$ cat config.mk
export PLATFORM = sky130hd
export DESIGN_NAME = shift_div_ctrl_flat
export DESIGN_NICKNAME = d
export VERILOG_FILES = /design/src/rtl/shift_div_ctrl_if.sv /design/src/rtl/shift_div_ctrl.sv /design/src/flat_wrapper.sv
export SDC_FILE = /design/constraint.sdc
export NUM_CORES = 1
export LEC_CHECK = 0
export CAP_MARGIN = 20
export CORE_MARGIN = 2
export CORE_UTILIZATION = 30
export DETAILED_ROUTE_END_ITERATION = 16
export PLACE_DENSITY = 0.6
export REMOVE_ABC_BUFFERS = 1
export SETUP_SLACK_MARGIN = 0.4
export SLEW_MARGIN = 20
export SYNTH_ARGS = -nofsm -noshare
export SYNTH_HDL_FRONTEND = slang
export SYNTH_SLANG_ARGS = --single-unit
$ cat constraint.sdc
create_clock -name clk -period 2.6 [get_ports clk]
set_clock_uncertainty 0.15 [all_clocks]
set_input_delay 0.39 -clock clk [delete_from_list [all_inputs] [get_ports clk]]
set_output_delay 0.39 -clock clk [all_outputs]
set_load 0.005 [all_outputs]
$ cat src/rtl/shift_div_ctrl_if.sv
// Handshake and operand/result bus between the operand source and the
// iterative divider controller.
interface shift_div_ctrl_if #(
  parameter int WIDTH = 8
);
  logic             start;
  logic [WIDTH-1:0] dividend;
  logic [WIDTH-1:0] divisor;
  logic             ready;
  logic             busy;
  logic             done;
  logic [WIDTH-1:0] quotient;
  logic [WIDTH-1:0] remainder;
  logic             dbz;

  // Operand source side
  modport master (
    output start, dividend, divisor,
    input  ready, busy, done, quotient, remainder, dbz
  );

  // Divider side
  modport slave (
    input  start, dividend, divisor,
    output ready, busy, done, quotient, remainder, dbz
  );
endinterface

$ cat src/rtl/shift_div_ctrl.sv
// Iterative unsigned restoring divider controller: one quotient bit per
// clock, MSB of the dividend first. Divide-by-zero short-circuits to DONE
// with quotient all ones and remainder equal to the dividend.
module shift_div_ctrl #(
  parameter int WIDTH = 8,
  parameter int CNT_W = 4
) (
  input logic           clk,
  input logic           rst,
  shift_div_ctrl_if.slave bus
);

  typedef enum logic [1:0] {
    IDLE = 2'd0,
    RUN  = 2'd1,
    DONE = 2'd2
  } state_t;

  state_t           state_r;
  state_t           state_s;
  logic [WIDTH-1:0] dvd_r;
  logic [WIDTH-1:0] dsr_r;
  logic [WIDTH-1:0] quot_r;
  logic [WIDTH-1:0] rem_r;
  logic [CNT_W-1:0] cnt_r;
  logic             dbz_r;

  logic [WIDTH:0]   partial_s;
  logic             ge_s;
  logic [WIDTH-1:0] rem_next_s;
  logic             last_iter_s;
  logic             dsr_zero_s;

  // One restoring step: bring in the next dividend bit and trial-subtract.
  // The compare uses WIDTH+1 bits so the shifted-out remainder MSB is kept;
  // when the subtract succeeds the result is below the divisor, so the low
  // WIDTH bits of the difference are exact.
  always_comb begin
    partial_s   = {rem_r, dvd_r[WIDTH-1]};
    ge_s        = (partial_s >= {1'b0, dsr_r});
    if (ge_s) begin
      rem_next_s = partial_s[WIDTH-1:0] - dsr_r;
    end else begin
      rem_next_s = partial_s[WIDTH-1:0];
    end
    last_iter_s = (cnt_r == CNT_W'(WIDTH - 1));
    dsr_zero_s  = (bus.divisor == {WIDTH{1'b0}});
  end

  // Next-state decode; start is only looked at in IDLE.
  always_comb begin
    state_s = state_r;
    case (state_r)
      IDLE: begin
        if (bus.start) begin
          if (dsr_zero_s) begin
            state_s = DONE;
          end else begin
            state_s = RUN;
          end
        end else begin
          state_s = IDLE;
        end
      end
      RUN: begin
        if (last_iter_s) begin
          state_s = DONE;
        end else begin
          state_s = RUN;
        end
      end
      DONE:    state_s = IDLE;
      default: state_s = IDLE;
    endcase
  end

  // State register; reset abandons any operation in flight.
  always_ff @(posedge clk) begin
    if (rst) begin
      state_r <= IDLE;
    end else begin
      state_r <= state_s;
    end
  end

  // Operand capture and iteration datapath; results hold outside RUN.
  always_ff @(posedge clk) begin
    if (rst) begin
      dvd_r  <= {WIDTH{1'b0}};
      dsr_r  <= {WIDTH{1'b0}};
      quot_r <= {WIDTH{1'b0}};
      rem_r  <= {WIDTH{1'b0}};
      cnt_r  <= {CNT_W{1'b0}};
      dbz_r  <= 1'b0;
    end else begin
      case (state_r)
        IDLE: begin
          if (bus.start) begin
            dvd_r <= bus.dividend;
            dsr_r <= bus.divisor;
            cnt_r <= {CNT_W{1'b0}};
            if (dsr_zero_s) begin
              quot_r <= {WIDTH{1'b1}};
              rem_r  <= bus.dividend;
              dbz_r  <= 1'b1;
            end else begin
              quot_r <= {WIDTH{1'b0}};
              rem_r  <= {WIDTH{1'b0}};
              dbz_r  <= 1'b0;
            end
          end
        end
        RUN: begin
          rem_r  <= rem_next_s;
          quot_r <= {quot_r[WIDTH-2:0], ge_s};
          dvd_r  <= {dvd_r[WIDTH-2:0], 1'b0};
          cnt_r  <= cnt_r + CNT_W'(1);
        end
        DONE: begin
          dvd_r <= dvd_r;
        end
        default: begin
          dvd_r <= dvd_r;
        end
      endcase
    end
  end

  // Status decoded straight from the state register; results from registers.
  assign bus.ready     = (state_r == IDLE);
  assign bus.busy      = (state_r == RUN);
  assign bus.done      = (state_r == DONE);
  assign bus.quotient  = quot_r;
  assign bus.remainder = rem_r;
  assign bus.dbz       = dbz_r;

endmodule

$ cat src/flat_wrapper.sv
// flat-port wrapper written by rule: the top's interface ports become plain ports
module shift_div_ctrl_flat 
#(
  parameter int WIDTH = 8,
  parameter int CNT_W = 4
)
  (clk, rst, bus_start, bus_dividend, bus_divisor, bus_ready, bus_busy, bus_done, bus_quotient, bus_remainder, bus_dbz);
  shift_div_ctrl_if #(.WIDTH(WIDTH)) bus_i ();
  input logic clk;
  input logic rst;
  input wire logic [$bits(bus_i.start)-1:0] bus_start;
  input wire logic [$bits(bus_i.dividend)-1:0] bus_dividend;
  input wire logic [$bits(bus_i.divisor)-1:0] bus_divisor;
  output wire logic [$bits(bus_i.ready)-1:0] bus_ready;
  output wire logic [$bits(bus_i.busy)-1:0] bus_busy;
  output wire logic [$bits(bus_i.done)-1:0] bus_done;
  output wire logic [$bits(bus_i.quotient)-1:0] bus_quotient;
  output wire logic [$bits(bus_i.remainder)-1:0] bus_remainder;
  output wire logic [$bits(bus_i.dbz)-1:0] bus_dbz;
  assign bus_i.start = bus_start;
  assign bus_i.dividend = bus_dividend;
  assign bus_i.divisor = bus_divisor;
  assign bus_ready = bus_i.ready;
  assign bus_busy = bus_i.busy;
  assign bus_done = bus_i.done;
  assign bus_quotient = bus_i.quotient;
  assign bus_remainder = bus_i.remainder;
  assign bus_dbz = bus_i.dbz;
  shift_div_ctrl #(.WIDTH(WIDTH), .CNT_W(CNT_W)) u_core (.clk(clk), .rst(rst), .bus(bus_i));
endmodule
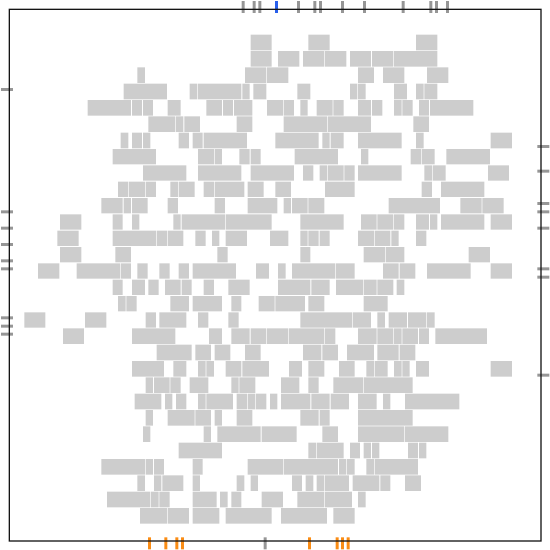
Fig. 1. Ports around the boundary.
Scale: 6 px per µm. Pins as bars across the die edge, other pins in grey.
legend:
  `bus_divisor`:
    colour: orange
    pins: 8
    direction: input
    edge: south
  `bus_done`:
    colour: blue
    pins: 1
    direction: output
    edge: north
port bufs: 38
Die W: 88.4 µm
Die Ht: 88.4 µm

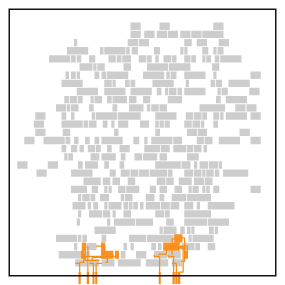
Fig. 2. Port wiring.
Scale: 3 px per µm.
legend:
  `bus_divisor`:
    colour: orange
    direction: input
    edge: south
    end_cells: 10
    buffers: 8
    wire: 135 µm
# IOs: 39

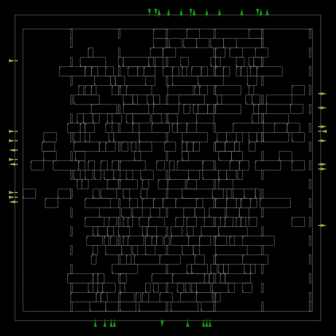
Fig. 3. Placement view.
Tapcells: 96
final core utilization: 43.5%

==> impl_metrics.env <==
# yosys + openroad results
export IMPL_status="finished, final reports clean"
export IMPL_relSlewSlack_pct=55.1
export IMPL_cts_tree="done"
export IMPL_cp_arrival_ns=2.24
export IMPL_ys_types=50
export IMPL_drv_cap=0
export IMPL_dr_pass1_iters=4
export IMPL_grt_total_usage_pct=16.0
export IMPL_mux_share_pct=0.937
export IMPL_rsz0062_at_grt="true"
export IMPL_wl_um=6020
export IMPL_syn_area_per_cell_um2=7.94
export IMPL_numCtsBuffers=5
export IMPL_cp_max_fo=6
export IMPL_end_kind="flop"
export IMPL_drc=0
export IMPL_holdCritPathClass="in2reg"
export IMPL_grt_max_degree=31
export IMPL_yosys_cells=269
export IMPL_final_hold_viol_count=0
export IMPL_synth_flops=39
export IMPL_drtIter0Drc=81
export IMPL_cts_sinks=39
export IMPL_synthTopCellsByArea="dfxtp_1 (37%), a21oi_1 (7.7%), nand2_1 (6.7%)"
export IMPL_cts_buffer_depth=2
export IMPL_most_common_cell="dfxtp_1"
export IMPL_warning_count=27
export IMPL_cellPowerDensity_mw_per_mm2=588
export IMPL_insertedDiodeCount=0
export IMPL_r2r_start="u_core.dvd_r[7]"
export IMPL_drv_slew=0
export IMPL_grt_pass1_wl_um=9670
export IMPL_r2r_slack_ns=0.47
export IMPL_final_nets=347
export IMPL_yosys_warnings=0
export IMPL_antenna_found_initial=0
export IMPL_chipArea_mm2=0.00781
export IMPL_cp_required_ns=2.69
export IMPL_place_area_mm2=0.00267
export IMPL_ys_chip_area_mm2=0.00214
export IMPL_netlist_area_leader_share_pct=36.6
[final cells by class]
class | count | area (µm²) | share of cell area (%)
Inverter | 11 | 43.8 | 1.47
Clock inverter | 3 | 20.0 | 0.674
Tap cell | 96 | 120 | 4.04
Clock buffer | 5 | 68.8 | 2.32
Timing Repair Buffer | 57 | 536 | 18.0
Multi-Input combinational cell | 204 | 1390 | 46.7
Sequential cell | 39 | 797 | 26.8
[kinds of logic after synthesis]
group	Yosys count
AND-OR/OR-AND	78
AND/OR/NAND/NOR	109
multiplexers	2
flip-flops	39
XOR/XNOR	5
buffers and inverters	26
adder cells (fa/ha/maj)	10
[how the worst min path moves through the flow]
stage | endpoint | slack (ns) | from
final | u_core.dsr_r[6] | 0.21 | bus_divisor[6]
after global routing | u_core.dsr_r[6] | 0.24 | bus_divisor[6]
after CTS | u_core.dvd_r[5] | 0.31 | u_core.dvd_r[5]
after detailed placement | u_core.dvd_r[5] | 0.30 | u_core.dvd_r[5]
after global placement | u_core.dvd_r[5] | 0.29 | u_core.dvd_r[5]
after floorplan | u_core.dsr_r[2] | 0.28 | u_core.dsr_r[2]
[per-layer routing]
layer / part of all wire [%] / GRT usage [%] / vias to the layer above / wire length, µm
li1: - / - / 1071 / -
met5: 0 / 0 / - / 0
met1: 48 / 22.3 / 1002 / 2890
met4: 1.4 / 5.10 / 0 / 82
met2: 46 / 24.1 / 50 / 2790
met3: 4.3 / 4.20 / 7 / 261
[timing repair]
item                                    CTS  global route
pin swaps                                 5            15
gates resized                            12            33
setup buffers                             2             5
endpoints found under the setup margin    5             9
[critical path, stage by stage]
cell	delay [ns]
clkdlybuf4s50_1	0.43
or4_4	0.55
nor2_8	0.15
a21oi_1	0.08
or4_1	0.52
a21oi_1	0.12
[sequential cells by signal, indices dropped and copies added, names as in the netlist]
name and flops:
u_core.bus.dbz 1, u_core.bus.quotient 8, u_core.bus.remainder 8, u_core.cnt_r 4
u_core.dsr_r 8, u_core.dvd_r 8, u_core.state_r 2
[where the power goes]
| group | total (µW) | switching [µW] | internal, µW |
|---|---|---|---|
| registers | 674 | 39.8 | 635 |
| logic | 649 | 343 | 306 |
| clock network | 423 | 236 | 187 |
[per-stage QoR]
step	std cells	util (%)	total power (µW)	hold WS, ns	worst slack, ns
6_report	415	43.5	1750	0.208	0.451
5_1_grt	415	43.5	1840	0.238	0.334
4_1_cts	410	41.3	1690	0.309	0.392
3_5_place_dp	400	39.1	1220	0.297	0.0775
3_3_place_gp	400	39.1	1220	0.295	0.116
2_1_floorplan	254	-	1000	0.280	0.384
[cells in the final DEF, fill, tap and decap left out, types with 3 or more instances in the layout]
cell,Yosys,routed
clkbuf_8,0,5
a21oi_1,33,32
dfxtp_4,0,3
ha_1,9,5
dfxtp_2,0,4
dfxtp_1,39,32
buf_4,0,19
xor2_1,3,3
a31oi_1,7,7
nand2_1,38,38
o21ai_0,6,6
inv_1,11,9
o21a_1,3,3
dlymetal6s2s_1,0,5
a22oi_1,9,9
ha_4,0,3
clkdlybuf4s50_1,0,33
nand4_1,3,3
nor3_1,9,7
nor2_1,18,18
nand3_1,14,14
Power is estimated from default activity; no workload was simulated.
